===== src/rtl/unum_pkg.sv =====
// Shared types and constants for the 32-bit unum datapath.
package unum_pkg;
    localparam int UNUM_W       = 32;
    localparam int UNUM_MAC_LAT = 10;
    localparam logic [31:0] UNUM_NAR = 32'h8000_0000;

    typedef logic [UNUM_W-1:0] unum_t;

    typedef struct packed {
        logic  nan;
        unum_t value;
    } unum_res_t;
endpackage


===== src/rtl/unum_result_fifo.sv =====
// Synchronous show-ahead FIFO with occupancy count and async active-high reset.
module unum_result_fifo #(
    parameter int WIDTH = 33,
    parameter int DEPTH = 16
) (
    input  logic                     clk,
    input  logic                     rst,
    input  logic                     push,
    input  logic [WIDTH-1:0]         push_data,
    input  logic                     pop,
    output logic [WIDTH-1:0]         pop_data,
    output logic [$clog2(DEPTH):0]   count
);
    localparam int AW = $clog2(DEPTH);
    localparam int CW = AW + 1;
    localparam logic [CW-1:0] DEPTH_C = CW'(DEPTH);

    logic [WIDTH-1:0] mem_r [DEPTH];
    logic [AW-1:0]    wr_ptr_r;
    logic [AW-1:0]    rd_ptr_r;
    logic [CW-1:0]    count_r;
    logic             push_s;
    logic             pop_s;

    assign push_s = push & (count_r != DEPTH_C);
    assign pop_s  = pop & (count_r != '0);
    assign count  = count_r;
    // Head is forced to zero while empty so stale entries never leak out.
    assign pop_data = (count_r != '0) ? mem_r[rd_ptr_r] : '0;

    // Storage array write port
    always_ff @(posedge clk) begin
        if (push_s) begin
            mem_r[wr_ptr_r] <= push_data;
        end
    end

    // Pointers and occupancy
    always_ff @(posedge clk or posedge rst) begin
        if (rst) begin
            wr_ptr_r <= '0;
            rd_ptr_r <= '0;
            count_r  <= '0;
        end else begin
            if (push_s) begin
                wr_ptr_r <= wr_ptr_r + AW'(1);
            end
            if (pop_s) begin
                rd_ptr_r <= rd_ptr_r + AW'(1);
            end
            case ({push_s, pop_s})
                2'b10:   count_r <= count_r + CW'(1);
                2'b01:   count_r <= count_r - CW'(1);
                default: count_r <= count_r;
            endcase
        end
    end
endmodule


===== src/rtl/unum_fma_stream.sv =====
// Valid/ready wrapper around the non-stallable unum multiply-adder core:
// operand registers, latency-matched tag line, credit-protected result FIFO.
module unum_fma_stream
    import unum_pkg::*;
#(
    parameter int LAT       = UNUM_MAC_LAT,
    parameter int OUT_DEPTH = 16
) (
    input  logic        clk,
    input  logic        rst,
    input  logic        in_valid,
    output logic        in_ready,
    input  logic [31:0] in_a,
    input  logic [31:0] in_b,
    input  logic [31:0] in_c,
    output logic [31:0] mac_unum1,
    output logic [31:0] mac_unum2,
    output logic [31:0] mac_unum3,
    input  logic [31:0] mac_unum_o,
    input  logic        mac_nan,
    output logic        out_valid,
    input  logic        out_ready,
    output logic [31:0] out_unum,
    output logic        out_nan,
    output logic        busy,
    output logic        nan_sticky
);
    localparam int CW = $clog2(OUT_DEPTH) + 1;
    localparam logic [CW-1:0] DEPTH_C = CW'(OUT_DEPTH);

    logic [CW-1:0] credits_r;
    logic [LAT:0]  tag_r;
    logic          accept_s;
    logic          pop_s;
    logic          push_s;
    unum_res_t     push_data_s;
    unum_res_t     pop_data_s;
    logic [CW-1:0] fifo_count_s;

    // One credit per FIFO slot: in-flight ops plus buffered results never exceed depth.
    assign in_ready    = (credits_r != '0) & ~rst;
    assign accept_s    = in_valid & in_ready;
    assign out_valid   = (fifo_count_s != '0);
    assign pop_s       = out_valid & out_ready;
    assign push_s      = tag_r[LAT];
    assign push_data_s = {mac_nan, mac_unum_o};
    assign out_unum    = pop_data_s.value;
    assign out_nan     = pop_data_s.nan;
    assign busy        = (credits_r != DEPTH_C);

    // Credit counter
    always_ff @(posedge clk or posedge rst) begin
        if (rst) begin
            credits_r <= DEPTH_C;
        end else begin
            case ({accept_s, pop_s})
                2'b10:   credits_r <= credits_r - CW'(1);
                2'b01:   credits_r <= credits_r + CW'(1);
                default: credits_r <= credits_r;
            endcase
        end
    end

    // Operand registers feeding the core
    always_ff @(posedge clk or posedge rst) begin
        if (rst) begin
            mac_unum1 <= 32'h0000_0000;
            mac_unum2 <= 32'h0000_0000;
            mac_unum3 <= 32'h0000_0000;
        end else if (accept_s) begin
            mac_unum1 <= in_a;
            mac_unum2 <= in_b;
            mac_unum3 <= in_c;
        end
    end

    // Tag line: clearing it on reset discards results still inside the core.
    always_ff @(posedge clk or posedge rst) begin
        if (rst) begin
            tag_r <= '0;
        end else begin
            tag_r <= {tag_r[LAT-1:0], accept_s};
        end
    end

    // Sticky NaN flag
    always_ff @(posedge clk or posedge rst) begin
        if (rst) begin
            nan_sticky <= 1'b0;
        end else if (push_s & mac_nan) begin
            nan_sticky <= 1'b1;
        end
    end

    unum_result_fifo #(
        .WIDTH ($bits(unum_res_t)),
        .DEPTH (OUT_DEPTH)
    ) u_fifo (
        .clk       (clk),
        .rst       (rst),
        .push      (push_s),
        .push_data (push_data_s),
        .pop       (pop_s),
        .pop_data  (pop_data_s),
        .count     (fifo_count_s)
    );
endmodule


===== config.mk =====
export PLATFORM = sky130hd
export DESIGN_NAME = unum_fma_stream
export DESIGN_NICKNAME = d
export VERILOG_FILES = /design/src/rtl/unum_pkg.sv /design/src/rtl/unum_result_fifo.sv /design/src/rtl/unum_fma_stream.sv
export SDC_FILE = /design/constraint.sdc
export NUM_CORES = 1
export LEC_CHECK = 0
export CELL_PAD_IN_SITES_DETAIL_PLACEMENT = 2
export CELL_PAD_IN_SITES_GLOBAL_PLACEMENT = 2
export CORE_MARGIN = 1.5
export CORE_UTILIZATION = 40
export CTS_CLUSTER_SIZE = 8
export DETAILED_ROUTE_END_ITERATION = 10
export PLACE_DENSITY_LB_ADDON = 0.08
export SKIP_CTS_REPAIR_TIMING = 1
export SLEW_MARGIN = 40
export SYNTH_ARGS = -nofsm -noshare
export SYNTH_HDL_FRONTEND = slang
export SYNTH_SLANG_ARGS = --single-unit

===== constraint.sdc =====
create_clock -name clk -period 4.4 [get_ports clk]
set_clock_uncertainty 0.1 [all_clocks]
set_input_delay 1.1 -clock clk [delete_from_list [all_inputs] [get_ports clk]]
set_output_delay 1.1 -clock clk [all_outputs]
set_load 0.02 [all_outputs]

**Ports around the boundary**

Scale bar: 100 um. Pins as bars across the die edge, other pins in grey.
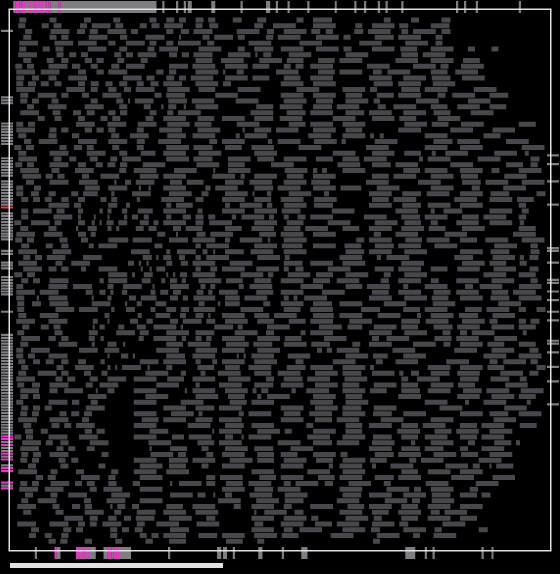
| port | colour | pins | direction | edge |
|---|---|---|---|---|
| busy | red | 1 | output | west |
| in_a | magenta | 32 | input | 12 north, 11 south, 9 west |
Vert. Die Dim: 254 um
tally of buffers added on design ports: 265
die boundary width: 254 um

**Close-up of the layout**

Scale bar: 20 um. Window x 102 to 152, y 152 to 202 um. Cells in grey, sequential cells in the stronger grey; small squares are vias.
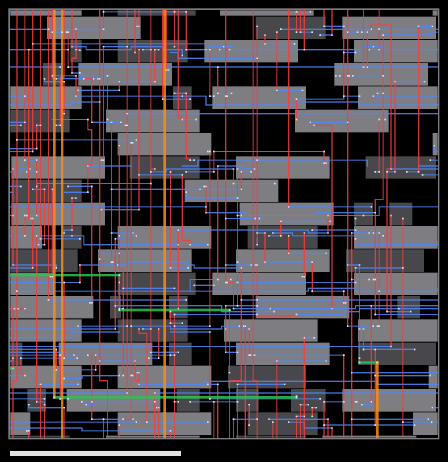
| layer | colour |
|---|---|
| M1 | blue |
| M2 | red |
| M4 | orange |
| M3 | green |
netlist names of flops here include: u_fifo.mem_r (35)
most frequent: edfxtp_1 (35), mux4_2 (9)
sequential cells in the window: 35
cells with their middle in the window: 64

**Met1 routing**

Scale bar: 100 um.
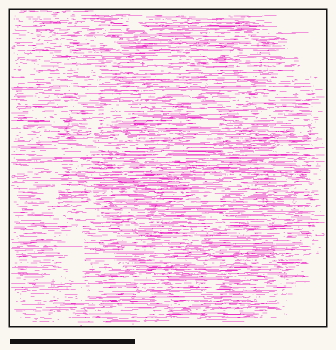
nets with wire on the layer: 1562
wire length on this layer: 27.6 mm
number of vias after detailed routing: 12832
drt total wl: 67.1 mm

**The clock network**

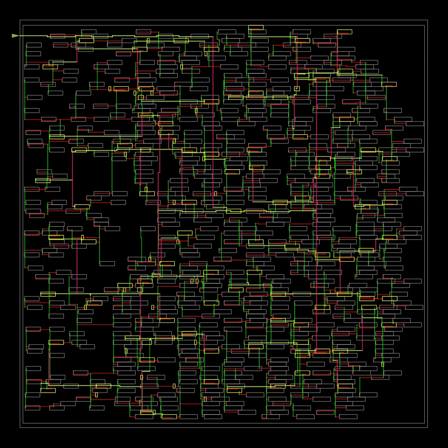
number of sinks driven by the clock tree: 654
num sequential: 654

**Sequential cells coloured by netlist name**

Scale bar: 100 um. Other sequential cells in the stronger grey, the rest of the logic in the fainter grey.
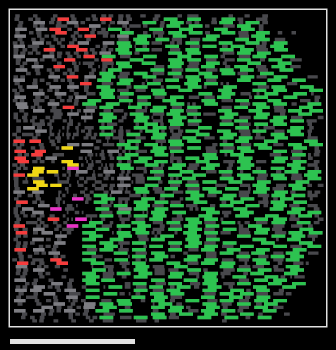
| signal | colour | flops |
|---|---|---|
| mac_unum2 | red | 32 |
| u_fifo.count | magenta | 5 |
| u_fifo.mem_r | green | 528 |
| tag_r | yellow | 11 |
not coloured: 78
Reg area: 19000 sq um
Core Util, Final: 51.6%
power in sequential cells: 7.70 mW
fraction of standard cell area that is sequential: 59.6%

==> CHANGELOG.md <==
### Changed

* Number of antenna-violating nets in the routed design at 0
* Final design instance area without fill at 31900 sq um
* Cycle use final at ~93%
* IR drop worst, VDD at 0.264 mV
* Top cell types by occurrence after synthesis: sky130_fd_sc_hd__edfxtp_1, sky130_fd_sc_hd__mux4_2, sky130_fd_sc_hd__dfrtp_1, sky130_fd_sc_hd__mux2_2, sky130_fd_sc_hd__nor2b_1
* Well-tap cell count at 837
* Routed length on met3 at about 3.7 mm
* Mean Syn Cell Area at 21.8 sq um
* Crit-path cells: buf_12 > buf_16 > mux4_2 > mux2_2 > a221o_1 > dlymetal6s2s_1
* Achievable frequency at ~0.24 GHz
* Most numerous cell in the Yosys netlist: sky130_fd_sc_hd__edfxtp_1
* Multi-input combinational cell count at 431
* Pwr dens at between 600 and 700 nW/um^2
* Antenna violations before repair at 4
* Weighted congestion at the end of routability-driven global placement at 0.698
* Synth top area cells: sky130_fd_sc_hd__edfxtp_1, sky130_fd_sc_hd__dfrtp_1, sky130_fd_sc_hd__mux4_2, sky130_fd_sc_hd__mux2_2, sky130_fd_sc_hd__a221o_1
* Comb area share at 18.4%
* Flip-flops with a built-in enable at 528
* Buffer count excluding the clock tree in the final layout at 324
* Total met2 wirelength after detailed routing at approximately 35 mm
* Number of remaining DRC errors at 0
* Number of buffers created by CTS at 91
* Hold Violations, Final at 0
* Clock tree from TritonCTS: built
* Via-to-Cell Ratio at roughly 5.4
* Met2 usage in global routing at 36.2%
* # setup viols final at 0
* Met1 Use GR at 26.4%
* Ys cells at roughly 1200
* Clock transition at the registers of the reported paths at ~0.050 ns
* Floorplan-stage core utilization at about 41%
* Post-route worst setup slack at 0.290 ns
* Unrepaired setup endpoints after global routing: false
* Pin count of the biggest net entering global routing at approximately 53
* Area after detailed placement at 29100 sq um
* GR met3 Demand/Resource at 5.00%
* Worst min path class: reg -> reg
* Clock-cell share of area at a little under 8%
* Data-path buffer share of cell area in the final layout at 10.8%
* Clk_lat worst skew at 0.62 ns
* Capturing element of the worst setup path: out_unum[31]
* Longest individual stage delay on the worst path at 0.54 ns
* Outcome: complete, no violations
* Row count at slightly above 90
* Overall global routing resource usage at approximately a fifth
* Vias in the first global route at 14523
* # diodes at 1
* Total instance count after detailed placement at 2241
-- critical path, delay by kind of cell, from the launching register on --
family	cells	cell delay, ns
multiplexers	2	0.82
flip-flops	1	0.46
buffers and inverters	3	0.61
AND-OR/OR-AND	1	0.39
-- power by group --
part           total, mW  switching, mW  internal [mW]
registers           7.70          0.389           7.31
logic               6.84           3.41           3.43
clock network       6.28           2.49           3.79
-- kinds of logic (layout without fill, tap and decap cells) --
logic type               count (synthesis)  count (layout)  share of synthesized area [%]
flip-flops                             654             654                           75.7
multiplexers                           264             264                           17.8
AND/OR/NAND/NOR                         80              80                           1.73
buffers and inverters                   69             461                           1.51
AND-OR/OR-AND                           60              60                           2.08
adder cells (fa/ha/maj)                 15              15                          0.807
XOR/XNOR                                12              12                          0.419
other                                    0               1                              0
Power is estimated from default activity; no workload was simulated.
